### Signal wires on met3

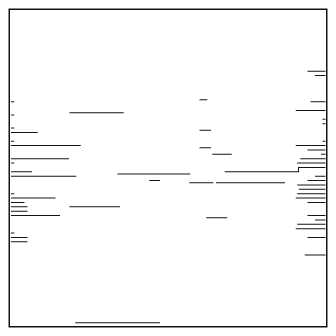
### Congestion heat map

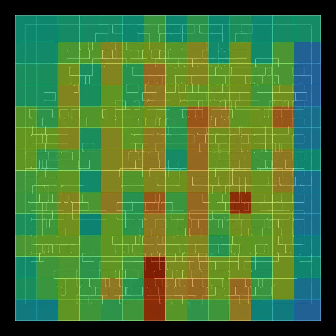
### The metal 2 layer

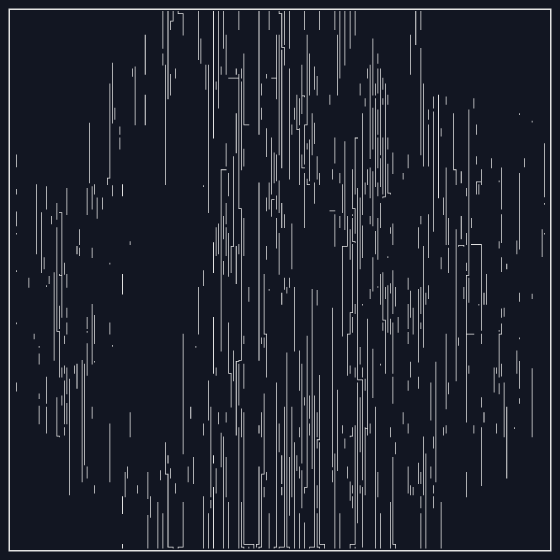
### M1 wires

Bar = 20 um.
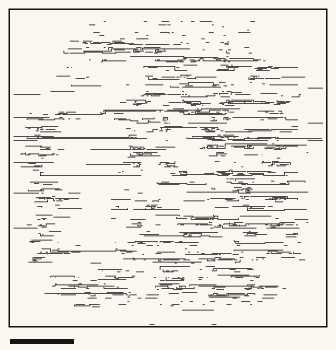
==> config.mk <==
export PLATFORM = sky130hd
export DESIGN_NAME = fetch_unit
export DESIGN_NICKNAME = d
export VERILOG_FILES = /design/src/rtl/cpu_pkg.sv /design/src/rtl/fetch_unit.sv
export SDC_FILE = /design/constraint.sdc
export NUM_CORES = 1
export LEC_CHECK = 0
export CAP_MARGIN = 20
export CELL_PAD_IN_SITES_DETAIL_PLACEMENT = 0
export CELL_PAD_IN_SITES_GLOBAL_PLACEMENT = 1
export CORE_MARGIN = 3
export CORE_UTILIZATION = 30
export DETAILED_ROUTE_END_ITERATION = 8
export GPL_ROUTABILITY_DRIVEN = 0
export PLACE_DENSITY = 0.83
export SLEW_MARGIN = 30
export SYNTH_ARGS = -nofsm -noshare
export SYNTH_HDL_FRONTEND = slang
export SYNTH_SLANG_ARGS = --single-unit
export TNS_END_PERCENT = 100
==> constraint.sdc <==
create_clock -name clk -period 2.9 [get_ports clk]
set_clock_uncertainty 0.1 [all_clocks]
set_input_delay 0.58 -clock clk [delete_from_list [all_inputs] [get_ports clk]]
set_output_delay 0.58 -clock clk [all_outputs]
set_load 0.01 [all_outputs]
==> src/rtl/cpu_pkg.sv <==
// Shared CPU front-end types: fetch FSM states, instruction length
// encoding and the LEN(op) decoder reused by decode.
package cpu_pkg;

  // Instruction length in bytes, 1..3 (0 only out of reset).
  typedef logic [1:0] ins_len_t;

  // Fetch FSM state encoding.
  typedef logic [1:0] fetch_state_t;

  localparam fetch_state_t S_FETCH = 2'd0;
  localparam fetch_state_t S_WAIT  = 2'd1;
  localparam fetch_state_t S_HOLD  = 2'd2;

  localparam ins_len_t LEN_1 = 2'd1;
  localparam ins_len_t LEN_2 = 2'd2;
  localparam ins_len_t LEN_3 = 2'd3;

  // Length is fully determined by the two opcode MSBs.
  function automatic ins_len_t ins_len_f(
    input logic [7:0] op
  );
    ins_len_t len;
    unique case (1'b1)
      (op[7:6] == 2'b00): len = LEN_1;
      (op[7:6] == 2'b01): len = LEN_2;
      default:            len = LEN_3;
    endcase
    return len;
  endfunction

endpackage

==> src/rtl/fetch_unit.sv <==
// Variable-length (1..3 byte) instruction fetch: FETCH/WAIT/HOLD FSM
// issuing reads to the shared LSU and presenting one instruction to decode.
// Ports: clk, rst (sync, active-low); lsu_a/lsu_re/lsu_busy/lsu_q0..2 LSU
// port; redirect/redirect_pc flush; ins_* valid/ready decode output.
module fetch_unit
  import cpu_pkg::*;
#(
  parameter logic [15:0] RESET_PC = 16'h0000
) (
  input  logic        clk,
  input  logic        rst,
  output logic [15:0] lsu_a,
  output logic        lsu_re,
  input  logic        lsu_busy,
  input  logic [7:0]  lsu_q0,
  input  logic [7:0]  lsu_q1,
  input  logic [7:0]  lsu_q2,
  input  logic        redirect,
  input  logic [15:0] redirect_pc,
  output logic        ins_valid,
  input  logic        ins_ready,
  output logic [7:0]  ins_op,
  output logic [7:0]  ins_b1,
  output logic [7:0]  ins_b2,
  output ins_len_t    ins_len,
  output logic [15:0] ins_pc
);

  fetch_state_t state_q;
  fetch_state_t state_d;
  logic [15:0]  pc_q;
  logic [15:0]  pc_d;
  logic [7:0]   op_q;
  logic [7:0]   op_d;
  logic [7:0]   b1_q;
  logic [7:0]   b1_d;
  logic [7:0]   b2_q;
  logic [7:0]   b2_d;
  ins_len_t     len_q;
  ins_len_t     len_d;
  logic [15:0]  ipc_q;
  logic [15:0]  ipc_d;

  logic         in_fetch;
  logic         in_wait;
  logic         in_hold;
  logic         issue;
  ins_len_t     cap_len;

  always_comb begin
    in_fetch = (state_q == S_FETCH);
    in_wait  = (state_q == S_WAIT);
    in_hold  = (state_q == S_HOLD);
  end

  // A read goes out from FETCH, or from HOLD once decode takes the
  // current instruction; the LSU and a flush both block it.
  always_comb begin
    issue = rst & ~redirect & ~lsu_busy
          & (in_fetch | (in_hold & ins_ready));
  end

  assign lsu_re    = issue;
  assign lsu_a     = pc_q;
  assign ins_valid = in_hold;
  assign ins_op    = op_q;
  assign ins_b1    = b1_q;
  assign ins_b2    = b2_q;
  assign ins_len   = len_q;
  assign ins_pc    = ipc_q;

  assign cap_len = ins_len_f(lsu_q0);

  always_comb begin
    state_d = state_q;
    pc_d    = pc_q;
    op_d    = op_q;
    b1_d    = b1_q;
    b2_d    = b2_q;
    len_d   = len_q;
    ipc_d   = ipc_q;
    if (redirect) begin
      // Flush: drop any in-flight response, restart at the target.
      state_d = S_FETCH;
      pc_d    = redirect_pc;
    end else begin
      unique case (1'b1)
        in_fetch: begin
          if (!lsu_busy) state_d = S_WAIT;
        end
        in_wait: begin
          op_d    = lsu_q0;
          b1_d    = lsu_q1;
          b2_d    = lsu_q2;
          len_d   = cap_len;
          ipc_d   = pc_q;
          pc_d    = pc_q + {14'd0, cap_len};
          state_d = S_HOLD;
        end
        in_hold: begin
          if (ins_ready) begin
            state_d = lsu_busy ? S_FETCH : S_WAIT;
          end
        end
        default: state_d = S_FETCH;
      endcase
    end
  end

  always_ff @(posedge clk) begin
    if (!rst) begin
      state_q <= S_FETCH;
      pc_q    <= RESET_PC;
      op_q    <= 8'h00;
      b1_q    <= 8'h00;
      b2_q    <= 8'h00;
      len_q   <= 2'd0;
      ipc_q   <= 16'h0000;
    end else begin
      state_q <= state_d;
      pc_q    <= pc_d;
      op_q    <= op_d;
      b1_q    <= b1_d;
      b2_q    <= b2_d;
      len_q   <= len_d;
      ipc_q   <= ipc_d;
    end
  end

endmodule

==> results.txt <==
The synthesis and PnR run went through. In the final report, the number of pins over their slew limit comes to 0. HPWL after detailed placement landed at 4.92 mm. The report puts the hold buffer count at CTS at 0.

The share of total power dissipated in sequential elements is 0.458. For this design the total switching power over the nets is ~0.46 mW. The via count of the first global-routing pass came to between 2k and 2.5k. Global route summary, busiest routing layer listed as met2. Total cell area reported by yosys after synthesis landed at 2550 um2. The share of the core area taken by cells at floorplan is 0.309. The detailed router reports a met3 wire length of 434 um.

Post-synthesis cell area landed at roughly 2600 um2. The flow reports an fmax of around 0.38 GHz. The tree is rooted in a clkbuf_8. Depth of the worst hold-timing path landed at 2. The most frequently used library cell after synthesis is nand2_1.

Critical path depth in cells landed at 5. The flow ran to the end, and the final reports show no timing, DRC or antenna violations. Measured along the y axis, the die boundary spans a little under 100 um. Power dissipated in sequential cells landed at 0.883 mW. Post-synthesis share of cell area spent on xor and xnor gates landed at 0.0377. On the critical path, the stage with the largest delay is an instance of clkdlybuf4s50_1.

Among the stages of the critical path, the cell type that occurs most often is clkdlybuf4s50_1. Count of port buffers added during placement landed at 104. STA lists the endpoint of the worst register-to-register path as lsu_a[13]$_SDFFE_PN0P_. The timing report notes that buffer and inverter cells on the critical path total 3. The post-synth count of flops with an enable pin is 0. Insertion delay to the later sink of the worst-skew pair landed at about 0.34 ns. Met1 routing resource usage after global routing landed at 0.175. According to the timing report, the critical path is captured at lsu_re. The worst-case IR drop observed on VDD is roughly 0.36 mV. The number of different library cells used by synthesis comes to 34. Entering global routing, the biggest net connects between 50 and 60 pins. Maximum fanout count along the critical path landed at 3.

Pin placement for this block handled between 100 and 150 I/O pins. The critical path starts at redirect. Nets still carrying antenna violations after routing amount to 0. STA puts the critical path data arrival time at roughly 2 ns. Critical path's largest stage delay landed at slightly below 0.6 ns. Listed in order, past its start point the critical path passes clkdlybuf4s50_1 -> inv_1 -> nand2_1 -> nor4_1 -> clkdlybuf4s50_1.

By area, the combinational part of the netlist is dominated by simple AND/OR/NAND/NOR gates. Per the detail_route report, DRC violations left total 0. The analysis attributes to cell leakage a power of ~1.3 nW. Share of synthesized area spent on multiplexers landed at 0.0118. In this run, the synthesized area fraction spent on and/or/nand/nor cells is recorded as 0.239. Part of the total power dissipated in combinational logic landed at 0.117. Number of antenna violations at the first check in global routing landed at 0.

STA classifies the critical path startpoint as an input pin. Among logic cells in the layout, the one with the most instances is clkdlybuf4s50_1. Per the detail_route log, met2 wirelength is about 3.4 mm. Number of setup violations in the final report landed at 0. Clock share of power landed at 0.424.

Global routing finished with a remaining overflow of 0. The synthesis report names the predominant flop master as dfxtp_1. The worst setup path is of the in2out kind. Per the OpenROAD floorplan log, the area of the core is just over 8000 um2.

Die footprint landed at 9660 um2. The share of the Yosys chip area taken by registers is 0.470. Routed via count divided by cell count landed at around 4.6. Per-instance average area after synthesis landed at about 8.5 um2. Number of H-tree branching levels landed at 3.
About 'Signal wires on met3':
longest straight run: 26.0 um
nets with wire on the layer: 49
main direction: horizontal

About 'Congestion heat map':
drt wl/cell: 13.2 um
Tot GR Track Use: 0.145
met2 track demand over resource: 0.243
utilization after layout: 0.477
met3 usage in global routing: 0.0443

About 'The metal 2 layer':
main direction: vertical
share of all routed wire: 49%
nets with wire on the layer: 368
longest straight run: 35.4 um
wire length on this layer: 3370 um
via count: 2367
Routed Wire Length: 6.82 mm

About 'M1 wires':
longest straight run: 37.3 um
nets with wire on the layer: 396

## area by class of cell
type                            instances  area [um2]
Multi-Input combinational cell        218        1270
Tap cell                              105         131
Inverter                                5        18.8
Fill cell                             824        4320
Clock buffer                           10         128
Sequential cell                        60        1200
Clock inverter                          6        88.8
Timing Repair Buffer                  113        1100
## metrics by stage
step | cell area (um2) | hold slack [ns] | util | setup slack (ns) | total power, mW
after floorplan | 2550 | 0.379 | - | 0.563 | 0.988
after global placement | 3720 | 0.340 | 0.451 | 0.220 | 1.13
after detailed placement | 3720 | 0.349 | 0.451 | 0.196 | 1.13
after CTS | 3940 | 0.358 | 0.477 | 0.242 | 1.96
after global routing | 3940 | 0.370 | 0.477 | 0.186 | 2.02
final | 3940 | 0.356 | 0.477 | 0.246 | 1.93
Power is estimated from default activity; no workload was simulated.
